**Sequential cells colored by netlist name**

Bar = 20 µm. Other sequential cells in the stronger gray, the rest of the logic in the fainter gray.
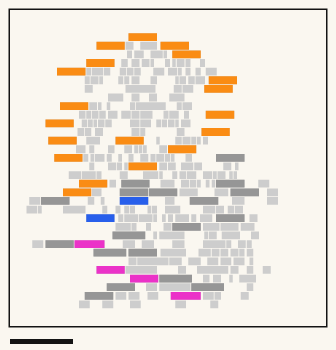
**Cell classes on the final placement**

Bar = 20 µm.
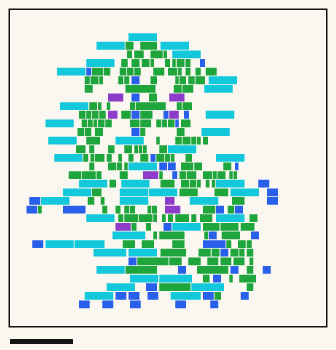
### src/rtl/btn_pkg.sv
// Shared constants and types for the button debounce scheduler.
package btn_pkg;

    localparam logic [1:0] DIR_NORTH = 2'd0;
    localparam logic [1:0] DIR_EAST  = 2'd1;
    localparam logic [1:0] DIR_SOUTH = 2'd2;
    localparam logic [1:0] DIR_WEST  = 2'd3;

    // 10 ms at 50 MHz
    localparam int STL_DEFAULT = 500000;

    typedef enum logic [1:0] {
        IDLE   = 2'd0,
        SETTLE = 2'd1,
        EMIT   = 2'd2
    } state_t;

    // Round-robin successor of a button index (wraps 3 -> 0).
    function automatic logic [1:0] next_idx(input logic [1:0] idx);
        return idx + 2'd1;
    endfunction

endpackage

### src/rtl/btn_scheduler_rr_arbiter4.sv
// Combinational 4-way round-robin pick: first set request at or after ptr,
// wrapping past index 3 back to 0.
module rr_arbiter4 (
    input  logic [3:0] req,
    input  logic [1:0] ptr,
    output logic [1:0] gnt_idx,
    output logic       gnt_any
);

    logic [7:0] dbl;
    logic [3:0] rot;
    logic [1:0] off;

    // Rotate requests so ptr lands on bit 0, then find the lowest set bit.
    always_comb begin
        dbl = {req, req} >> ptr;
        rot = dbl[3:0];
        off = 2'd0;
        for (int i = 3; i >= 0; i--) begin
            if (rot[i]) off = 2'(i);
        end
        gnt_idx = ptr + off;
        gnt_any = |req;
    end

endmodule

### src/rtl/btn_scheduler.sv
// Debounce scheduler: one shared settle counter time-multiplexed across the
// four game buttons, emitting one press/release event per confirmed change.
module btn_scheduler
    import btn_pkg::*;
#(
    parameter int STL_CYCLES = STL_DEFAULT,
    parameter int CNT_W      = 19
) (
    input  logic       clk,
    input  logic       rst,
    input  logic       btn_north,
    input  logic       btn_east,
    input  logic       btn_south,
    input  logic       btn_west,
    output logic [3:0] btn_state,
    output logic       evt_valid,
    input  logic       evt_ready,
    output logic [1:0] evt_dir,
    output logic       evt_press,
    output logic       busy
);

    localparam logic [CNT_W-1:0] CNT_MAX = CNT_W'(STL_CYCLES - 1);
    localparam logic [CNT_W-1:0] CNT_ONE = CNT_W'(1);

    logic [3:0] raw;
    logic [3:0] sync1, sync2;
    logic [3:0] pending;

    state_t           state, state_nx;
    logic [CNT_W-1:0] cnt, cnt_nx;
    logic [1:0]       rr_ptr, rr_nx;
    logic [1:0]       grant, grant_nx;
    logic             target, target_nx;
    logic [3:0]       btn_state_nx;
    logic             evt_valid_nx;
    logic [1:0]       evt_dir_nx;
    logic             evt_press_nx;
    logic             busy_nx;

    logic [1:0]       arb_idx;
    logic             arb_any;

    assign raw     = {btn_west, btn_south, btn_east, btn_north};
    assign pending = sync2 ^ btn_state;

    // Two-flop synchronizer for the asynchronous button pins.
    always_ff @(posedge clk or posedge rst) begin
        if (rst) begin
            sync1 <= 4'b0000;
            sync2 <= 4'b0000;
        end else begin
            sync1 <= raw;
            sync2 <= sync1;
        end
    end

    rr_arbiter4 u_arb (
        .req     (pending),
        .ptr     (rr_ptr),
        .gnt_idx (arb_idx),
        .gnt_any (arb_any)
    );

    // Next-state and output logic; every register holds unless changed here.
    always_comb begin
        state_nx     = state;
        cnt_nx       = cnt;
        rr_nx        = rr_ptr;
        grant_nx     = grant;
        target_nx    = target;
        btn_state_nx = btn_state;
        evt_valid_nx = evt_valid;
        evt_dir_nx   = evt_dir;
        evt_press_nx = evt_press;
        case (state)
            IDLE: begin
                if (arb_any) begin
                    grant_nx  = arb_idx;
                    target_nx = sync2[arb_idx];
                    cnt_nx    = '0;
                    state_nx  = SETTLE;
                end
            end
            SETTLE: begin
                if (sync2[grant] != target) begin
                    // Bounce: give the counter to the next button in turn.
                    cnt_nx   = '0;
                    rr_nx    = next_idx(grant);
                    state_nx = IDLE;
                end else if (cnt < CNT_MAX) begin
                    cnt_nx = cnt + CNT_ONE;
                end else begin
                    btn_state_nx[grant] = target;
                    evt_dir_nx          = grant;
                    evt_press_nx        = target;
                    evt_valid_nx        = 1'b1;
                    state_nx            = EMIT;
                end
            end
            EMIT: begin
                // Scheduler stalls here until the consumer takes the event.
                if (evt_valid && evt_ready) begin
                    evt_valid_nx = 1'b0;
                    rr_nx        = next_idx(grant);
                    cnt_nx       = '0;
                    state_nx     = IDLE;
                end
            end
            default: begin
                state_nx = IDLE;
            end
        endcase
        busy_nx = (state_nx == SETTLE);
    end

    // State and registered outputs.
    always_ff @(posedge clk or posedge rst) begin
        if (rst) begin
            state     <= IDLE;
            cnt       <= '0;
            rr_ptr    <= 2'd0;
            grant     <= 2'd0;
            target    <= 1'b0;
            btn_state <= 4'b0000;
            evt_valid <= 1'b0;
            evt_dir   <= 2'd0;
            evt_press <= 1'b0;
            busy      <= 1'b0;
        end else begin
            state     <= state_nx;
            cnt       <= cnt_nx;
            rr_ptr    <= rr_nx;
            grant     <= grant_nx;
            target    <= target_nx;
            btn_state <= btn_state_nx;
            evt_valid <= evt_valid_nx;
            evt_dir   <= evt_dir_nx;
            evt_press <= evt_press_nx;
            busy      <= busy_nx;
        end
    end

endmodule

### config.mk
export PLATFORM = sky130hd
export DESIGN_NAME = btn_scheduler
export DESIGN_NICKNAME = d
export VERILOG_FILES = /design/src/rtl/btn_pkg.sv /design/src/rtl/btn_scheduler_rr_arbiter4.sv /design/src/rtl/btn_scheduler.sv
export SDC_FILE = /design/constraint.sdc
export NUM_CORES = 1
export LEC_CHECK = 0
export CAP_MARGIN = 20
export CORE_MARGIN = 5
export CORE_UTILIZATION = 30
export DETAILED_ROUTE_END_ITERATION = 10
export GPL_TIMING_DRIVEN = 0
export SETUP_SLACK_MARGIN = 0.5
export SYNTH_ARGS = -nofsm -noshare
export SYNTH_HDL_FRONTEND = slang
export SYNTH_HIERARCHICAL = 1
export SYNTH_SLANG_ARGS = --single-unit
### constraint.sdc
create_clock -name clk -period 2.87 [get_ports clk]
set_input_delay 0.287 -clock clk [delete_from_list [all_inputs] [get_ports clk]]
set_output_delay 0.287 -clock clk [all_outputs]
set_load 0.1 [all_outputs]
==> flow_metrics.tcl <==
# implementation run metrics
set metrics [dict create \
    outcome "complete, no violations" \
    grt_pass1_wl_um 9887 \
    clock_sinks 43 \
    diodes 0 \
    arrival_ps 2670 \
    portBuffers 15 \
    fin_crit_ps 2468 \
    slowest_stage "dfrtp_4" \
    area_growth_pct 29.30 \
    sequentialPowerShare_pct 36.7 \
    ff_type "dfrtp_1" \
    path_cells "xor2_4, buf_12, nor3b_2, o21ai_1, o211ai_1, ha_2, xor2_2, xnor2_2, mux4_2, mux2_2" \
    postSynthSeqShare_pct 44.61 \
    dr.pass1.iters 4 \
    antenna_found_initial 0 \
    cts_tree "done" \
    nNetsFinal 290 \
    post_drt_wl_per_cell_um 14.93 \
    die_w_um 99.67 \
    rsz0062_at_grt "true" \
    synthCells 237 \
    hold_path_class "primary input to async pin" \
    yosysUniqueCellTypes 58 \
    die_h_um 99.67 \
    crit_family "multiplexers" \
    critPathMaxStageDelay_ps 520 \
    drv_slew 0 \
    cts_made_buffers 5 \
    finalSetupTns_ps 0 \
    yosysTopAreaCell "dfrtp_1" \
    ys_chip_area_um2 2412 \
    route.met2.wl_um 2745 \
    worstSkewPairLatency_ps 310 \
    top_layer "met4" \
    finalHoldViolations 0 \
    dieArea_um2 9934 \
    ys_top_cells_by_area "dfrtp_1, nand3_1, nand2_1" \
    ant_nets 0 \
    drt-met1-wl_um 2691 \
    cts.hold.buffers_added 0 \
]
## Picture notes: 'sequential cells colored by netlist name'
- magenta: sync2 (placed flops 4)
- orange: cnt (placed flops 19)
- blue: evt_dir (placed flops 2)
- not colored: 18
Seq/total area: 35.06%
final core utilization: 40.16%
Seq group: 0.000792 W
FF+latch area: 1094 µm²

## Picture notes: 'cell classes on the final placement'
- purple: clock drivers and dummy loads (cells 8)
- cyan: sequential cells (cells 43)
- green: remaining logic cells (cells 183)
- blue: remaining buffers and delay cells (cells 44)
Final Cell Area: 3119 µm²
Placeable Area: 7767 µm²
FP Rows: 32

[stage by stage]
stage	setup WS, ps	utilization, %	instances	area, µm²
finish	401.6	40.16	380	3119
global route	309.8	40.16	380	3119
CTS	434.7	38.60	372	2998
detailed placement	358.5	35.76	355	2778
global placement	337.7	35.50	354	2758
floorplan	400.5	-	237	2480
[worst reg2reg max path, stage by stage, from the launching register on]
cell and delay (ps):
dfrtp_4 520, xor2_4 180, buf_12 140, nor3b_2 150
o21ai_1 150, o211ai_1 110, ha_2 200, xor2_2 150
xnor2_2 190, mux4_2 310, mux2_2 270
[path summary, 6_finish.rpt]
path	endpoint	slack (ps)	depth (start not counted)
min reg2reg	sync2[1]$_DFF_PP0_	360	0
max in group asynchronous	btn_state[0]$_DFFE_PP0P_	2160	3
max reg2reg	target$_DFFE_PP0P_	400	10
min in group clk	sync2[1]$_DFF_PP0_	360	0
min	busy$_DFF_PP0_	240	2
max	target$_DFFE_PP0P_	400	10
[state kept, by name, summed over array words and instances, names as in the netlist, 2 cells and up]
register	count
rr_ptr	2
btn_state	4
sync2	4
grant	2
sync1	4
state	2
cnt	19
evt_dir	2
[timing repair]
action                     in CTS  in global routing
resized                        15                 12
pin swaps                       6                  9
setup endpoints to repair       9                 18
setup buffers                   9                  8
[cells in the final DEF, fill, tap and decap left out, types with 4 or more instances in the layout]
master           count
mux2_1               4
clkbuf_8             5
nand2_1             20
or4_1                5
dfrtp_4              4
clkdlybuf4s50_1     15
a21oi_1              5
ha_1                 5
dfrtp_1             37
mux2_2               5
buf_4               19
a211oi_1             4
nand4_1              6
o21ai_0             10
o211ai_1             5
nand2b_1             4
a31oi_1              4
inv_1                4
xor2_4               4
nand3_1             16
o21ai_1              5
nor2_1               8
[final cells by class]
type / instances / area, µm²
sequential: 43 / 1094
tap: 102 / 127.6
fill: 773 / 4648
buffer: 11 / 60.06
multi-input combinational: 177 / 1410
inverter: 6 / 22.52
timing repair buffer: 33 / 310.3
clock buffer: 5 / 68.82
clock inverter: 3 / 26.28
[cell usage after synthesis (2+ instances only)]
cell type  instances
nand3_1           16
mux2_2             5
a21o_1             3
nand4_1            6
xor2_1             6
o21ai_0           11
inv_1              6
nor2_1            11
and3_1             3
buf_2              4
o21ai_1            5
mux2i_1            3
nor3b_1            4
nor4_1             4
a211oi_1           4
ha_1               6
buf_4              2
a31o_1             2
nand2_1           21
nand2b_1           4
o211ai_1           5
mux4_2             2
and2_1             2
dfrtp_1           43
or4_1              5
a31oi_1            4
a21oi_1            5
nand3b_1           2
o2111ai_4          2
mux2_1             4
nor3_1             5
or2_1              3
clkbuf_1           3
or3_1              2
[power groups by stage]
stage               clock network (W)  registers [W]  logic [W]
detailed placement                  0       0.000795   0.000827
global route                 0.000461       0.000808    0.00105
global placement                    0       0.000793   0.000816
finish                       0.000416       0.000792   0.000949
CTS                          0.000428       0.000789   0.000897
floorplan                           0       0.000843   0.000562
[kinds of logic after synthesis]
kind of cell | share of synthesized area (%)
AOI/OAI and AO/OA | 18.00
xor gates and xnor gates | 2.542
adders and majority gates | 3.112
buffers and inverters | 3.215
DFF | 44.61
muxes | 7.313
and+or+nand+nor | 21.21
Power is estimated from default activity; no workload was simulated.
